--- src/rtl/alu_seq_pkg.sv ---
// alu_seq_pkg: shared defaults, FSM state encodings and opcode limits for the alu sequencer.
package alu_seq_pkg;
   localparam int         WIDTH_DEF      = 4;
   localparam int         OP_MAX_DEF     = 13;
   localparam logic [1:0] IDLE           = 2'd0;
   localparam logic [1:0] EXEC           = 2'd1;
   localparam logic [1:0] DONE           = 2'd2;
   localparam logic [3:0] OP_ILLEGAL_MIN = 4'd14;
endpackage

--- src/rtl/alu_op_counter.sv ---
// alu_op_counter: wrapping counter of completed result handshakes.
module alu_op_counter #(
   parameter int CNT_W = 8
) (
   input  logic             clk,
   input  logic             rst,
   input  logic             i_en,
   output logic [CNT_W-1:0] o_count
);
   always_ff @(posedge clk or posedge rst)
      if (rst) o_count <= '0;
      else if (i_en) o_count <= o_count + 1'b1;
endmodule

--- src/rtl/alu_op_sequencer.sv ---
// alu_op_sequencer: issues handshaked commands to a combinational alu and captures its result.
// Optional accumulator feedback for operand A is enabled by defining ALU_ACC_EN.
module alu_op_sequencer
   import alu_seq_pkg::*;
#(
   parameter int WIDTH  = WIDTH_DEF,
   parameter int CNT_W  = 8,
   parameter int OP_MAX = OP_MAX_DEF
) (
   input  logic             clk,
   input  logic             rst,
   input  logic             cmd_valid,
   output logic             cmd_ready,
   input  logic [WIDTH-1:0] cmd_a,
   input  logic [WIDTH-1:0] cmd_b,
   input  logic [3:0]       cmd_s,
   input  logic             cmd_acc,
   output logic [WIDTH-1:0] alu_a,
   output logic [WIDTH-1:0] alu_b,
   output logic [3:0]       alu_s,
   input  logic [WIDTH-1:0] alu_y,
   input  logic             alu_cout,
   output logic             res_valid,
   input  logic             res_ready,
   output logic [WIDTH-1:0] res_y,
   output logic             res_cout,
   output logic             res_err,
   output logic [CNT_W-1:0] op_count
);
   logic [1:0]       r_state;
   logic [1:0]       w_next;
   logic             w_accept;
   logic             w_retire;
   logic             w_err;
   logic [WIDTH-1:0] w_a;

   assign cmd_ready = (r_state == IDLE) | ((r_state == DONE) & res_ready);
   assign res_valid = r_state == DONE;
   assign w_accept  = cmd_valid & cmd_ready;
   assign w_retire  = res_valid & res_ready;
   assign w_err     = alu_s > 4'(OP_MAX);

   always_comb
      w_next = (r_state == EXEC) ? DONE :
               ((r_state == DONE) & !res_ready) ? DONE :
               w_accept ? EXEC : IDLE;

`ifdef ALU_ACC_EN
   logic [WIDTH-1:0] r_acc;
   always_ff @(posedge clk or posedge rst)
      if (rst) r_acc <= '0;
      else if ((r_state == EXEC) && !w_err) r_acc <= alu_y;
   assign w_a = cmd_acc ? r_acc : cmd_a;
`else
   logic w_unused_acc;
   assign w_unused_acc = cmd_acc;
   assign w_a = cmd_a;
`endif

   always_ff @(posedge clk or posedge rst)
      if (rst) begin
         r_state  <= IDLE;
         alu_a    <= '0;
         alu_b    <= '0;
         alu_s    <= '0;
         res_y    <= '0;
         res_cout <= 1'b0;
         res_err  <= 1'b0;
      end else begin
         r_state <= w_next;
         if (w_accept) begin
            alu_a <= w_a;
            alu_b <= cmd_b;
            alu_s <= cmd_s;
         end
         // illegal selects still reach the alu, but their result is masked here
         if (r_state == EXEC) begin
            res_y    <= w_err ? '0 : alu_y;
            res_cout <= w_err ? 1'b0 : alu_cout;
            res_err  <= w_err;
         end
      end

   alu_op_counter #(.CNT_W(CNT_W)) u_cnt (
      .clk    (clk),
      .rst    (rst),
      .i_en   (w_retire),
      .o_count(op_count)
   );
endmodule

--- config.mk ---
export PLATFORM = sky130hd
export DESIGN_NAME = alu_op_sequencer
export DESIGN_NICKNAME = d
export VERILOG_FILES = /design/src/rtl/alu_seq_pkg.sv /design/src/rtl/alu_op_counter.sv /design/src/rtl/alu_op_sequencer.sv
export SDC_FILE = /design/constraint.sdc
export NUM_CORES = 1
export LEC_CHECK = 0
export CAP_MARGIN = 10
export CORE_MARGIN = 1
export CORE_UTILIZATION = 35
export CTS_BUF_LIST = sky130_fd_sc_hd__clkbuf_4 sky130_fd_sc_hd__clkbuf_8
export DETAILED_ROUTE_END_ITERATION = 12
export PLACE_DENSITY = 0.68
export SYNTH_ARGS = -nofsm -noshare
export SYNTH_HDL_FRONTEND = slang
export SYNTH_SLANG_ARGS = --single-unit
--- constraint.sdc ---
create_clock -name clk -period 1.7 [get_ports clk]
set_input_delay 0.34 -clock clk [delete_from_list [all_inputs] [get_ports clk]]
set_output_delay 0.34 -clock clk [all_outputs]
set_load 0.005 [all_outputs]
==> job_summary.md <==
### Flow metrics

| Metric | Value |
|---|---|
| Run status | finished clean |
| Clock root buffer | clkbuf_4 |
| P_sw | between 600 and 700 uW |
| Via total after detailed routing | 826 |
| Sw frac | 26.5% |
| Worst skew pair latency | 0.33 ns |
| Area share, top type | between 50 and 60% |
| Top cells excl fill/tap | 45 x clkdlybuf4s50_1, 26 x dfrtp_1, 9 x mux2_4 |
| Antenna violations before repair | 0 |
| Met3 wire length | between 150 and 200 um |
| CP required | about 1.4 ns |
| Pleak | around 0.82 nW |
| First-pass GRT wire length | slightly above 4 mm |
| Main area contributors | dfrtp_1 60%, mux2_4 12%, xor2_1 4.5% |
| Residual DRC | 0 |
| Critical path class | flip-flop to output pin |
| Critical R2R Launch | r_state[1] |
| Synth Area per Inst | around 15 sq um |
| Crit path max fanout | 3 |
| Slowest stage delay, CP | 0.52 ns |
| Library cells used by synthesis | 23 |
| Top layer in use | met3 |
| Worst IR drop on VDD | 0.480 mV |
| CTS tree | built |
| Port buffer count | approximately 48 |
| CP endpoint | op_count[2] |
| Most frequent logic cell in the layout | clkdlybuf4s50_1 |
| Post-Syn Area | approximately 1200 sq um |
| DRT Pass-1 Iters | 4 |
| Worst Hold Class | input pin to async pin |
| Routability cong. | 0.797 |
| Total power | about 2.3 mW |
| RSZ-0062 raised after global routing | no |
| Post-Route WL | 2.40 mm |
| Sequential area share after synthesis | ~60% |
| Final min period | 1.63 ns |
| Registers, synthesis | 28 |
| # diodes | 0 |
| Row count | 20 |
flip-flops by register name (all words and copies together) (netlist names):
register,flops
alu_a,4
alu_b,4
res_cout,1
u_cnt.o_count,8
res_y,4
r_state,2
res_err,1
alu_s,4
metrics by stage:
| stage | std cells | hold WS, ns | TNS, ns | instance area, sq um |
|---|---|---|---|---|
| after global routing | 180 | 0.382 | 0 | 1800 |
| final | 180 | 0.344 | 0 | 1800 |
| after floorplan | 80 | 0.405 | 0 | 1170 |
| after detailed placement | 176 | 0.464 | -2.07 | 1750 |
| after CTS | 180 | 0.348 | 0 | 1800 |
| after global placement | 176 | 0.461 | -2.21 | 1750 |
repair_timing:
action,CTS,global route
endpoints found under the setup margin,2,1
gates resized,4,1
pin swaps,0,0
worst min-delay path by stage:
stage | end | startpoint | slack, ns
after floorplan | alu_a[0] | rst | 0.41
after global placement | u_cnt.o_count[7] | u_cnt.o_count[7] | 0.46
after detailed placement | u_cnt.o_count[7] | u_cnt.o_count[7] | 0.46
after CTS | alu_a[3] | rst | 0.35
after global routing | alu_b[3] | rst | 0.38
final | alu_b[3] | rst | 0.34
per-layer routing:
metal | vias up | track usage (%)
met5 | - | 0
met4 | 0 | 3.99
met3 | 0 | 3.25
met2 | 37 | 27.1
met1 | 404 | 18.3
li1 | 385 | -
cells by family after synthesis:
group,synth area share [%]
adder cells (fa/ha/maj),1.07
multiplexers,15.4
AND/OR/NAND/NOR,7.59
buffers and inverters,2.67
AND-OR/OR-AND,8.23
XOR/XNOR,5.24
flip-flops,59.8
cell type report:
type	count	area share (%)
repair buffers	54	29.7
clock buffers	3	1.25
well taps	44	3.06
multi-input cells	46	24.4
inverters	4	0.834
flip-flops and latches	28	39.1
clock inverters	1	1.67
worst min-delay path: cells and delay by family:
family	cells	cell delay (ns)
buffers and inverters	3	0.76
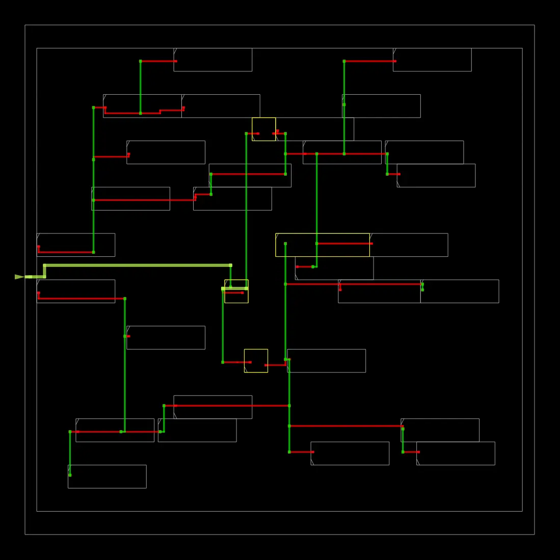
*The clock network*
TritonCTS sink count: 28
flip-flops: 28
Setup Skew: 0.00256 ns

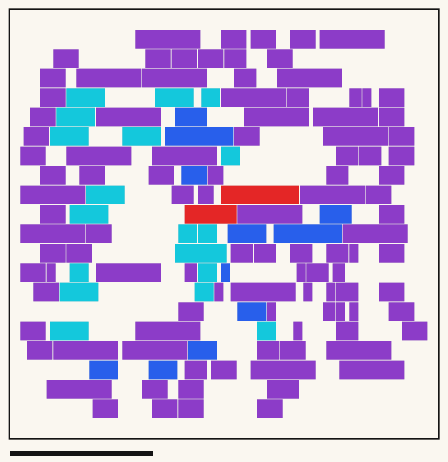
*Cell sizes after repair*
Bar = 20 um.
cyan -> drive 3 to 4  # cells 18, share 13%
red -> drive 6 and up  # cells 2, share 1.5%
blue -> drive 2  # cells 11, share 8.1%
purple -> drive 1 or less  # cells 105, share 77%
Final WS setup: 0.0721 ns
Area Growth Syn to Fin: 53.6%
Finished Cell Area: 1800 sq um
Non-clock buffers: 54

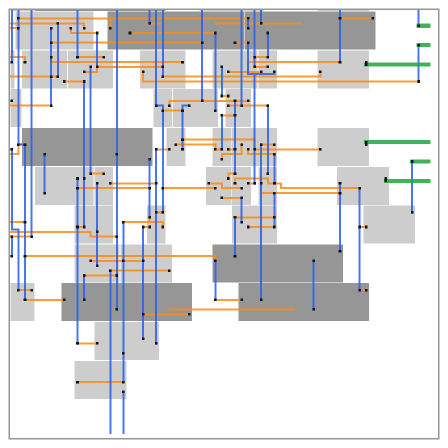
*Zoomed window*
Window x 30 to 60, y 0 to 30 um. Cells in grey, sequential cells in the stronger grey; small squares are vias.
orange -> met1
green -> met3
blue -> met2
most frequent = nand2_1 (6), clkdlybuf4s50_1 (6)
cells with their middle in the window = 35
netlist names of flops here include = u_cnt.o_count (6)
sequential cells in the window = 6

Power is estimated from default activity; no workload was simulated.
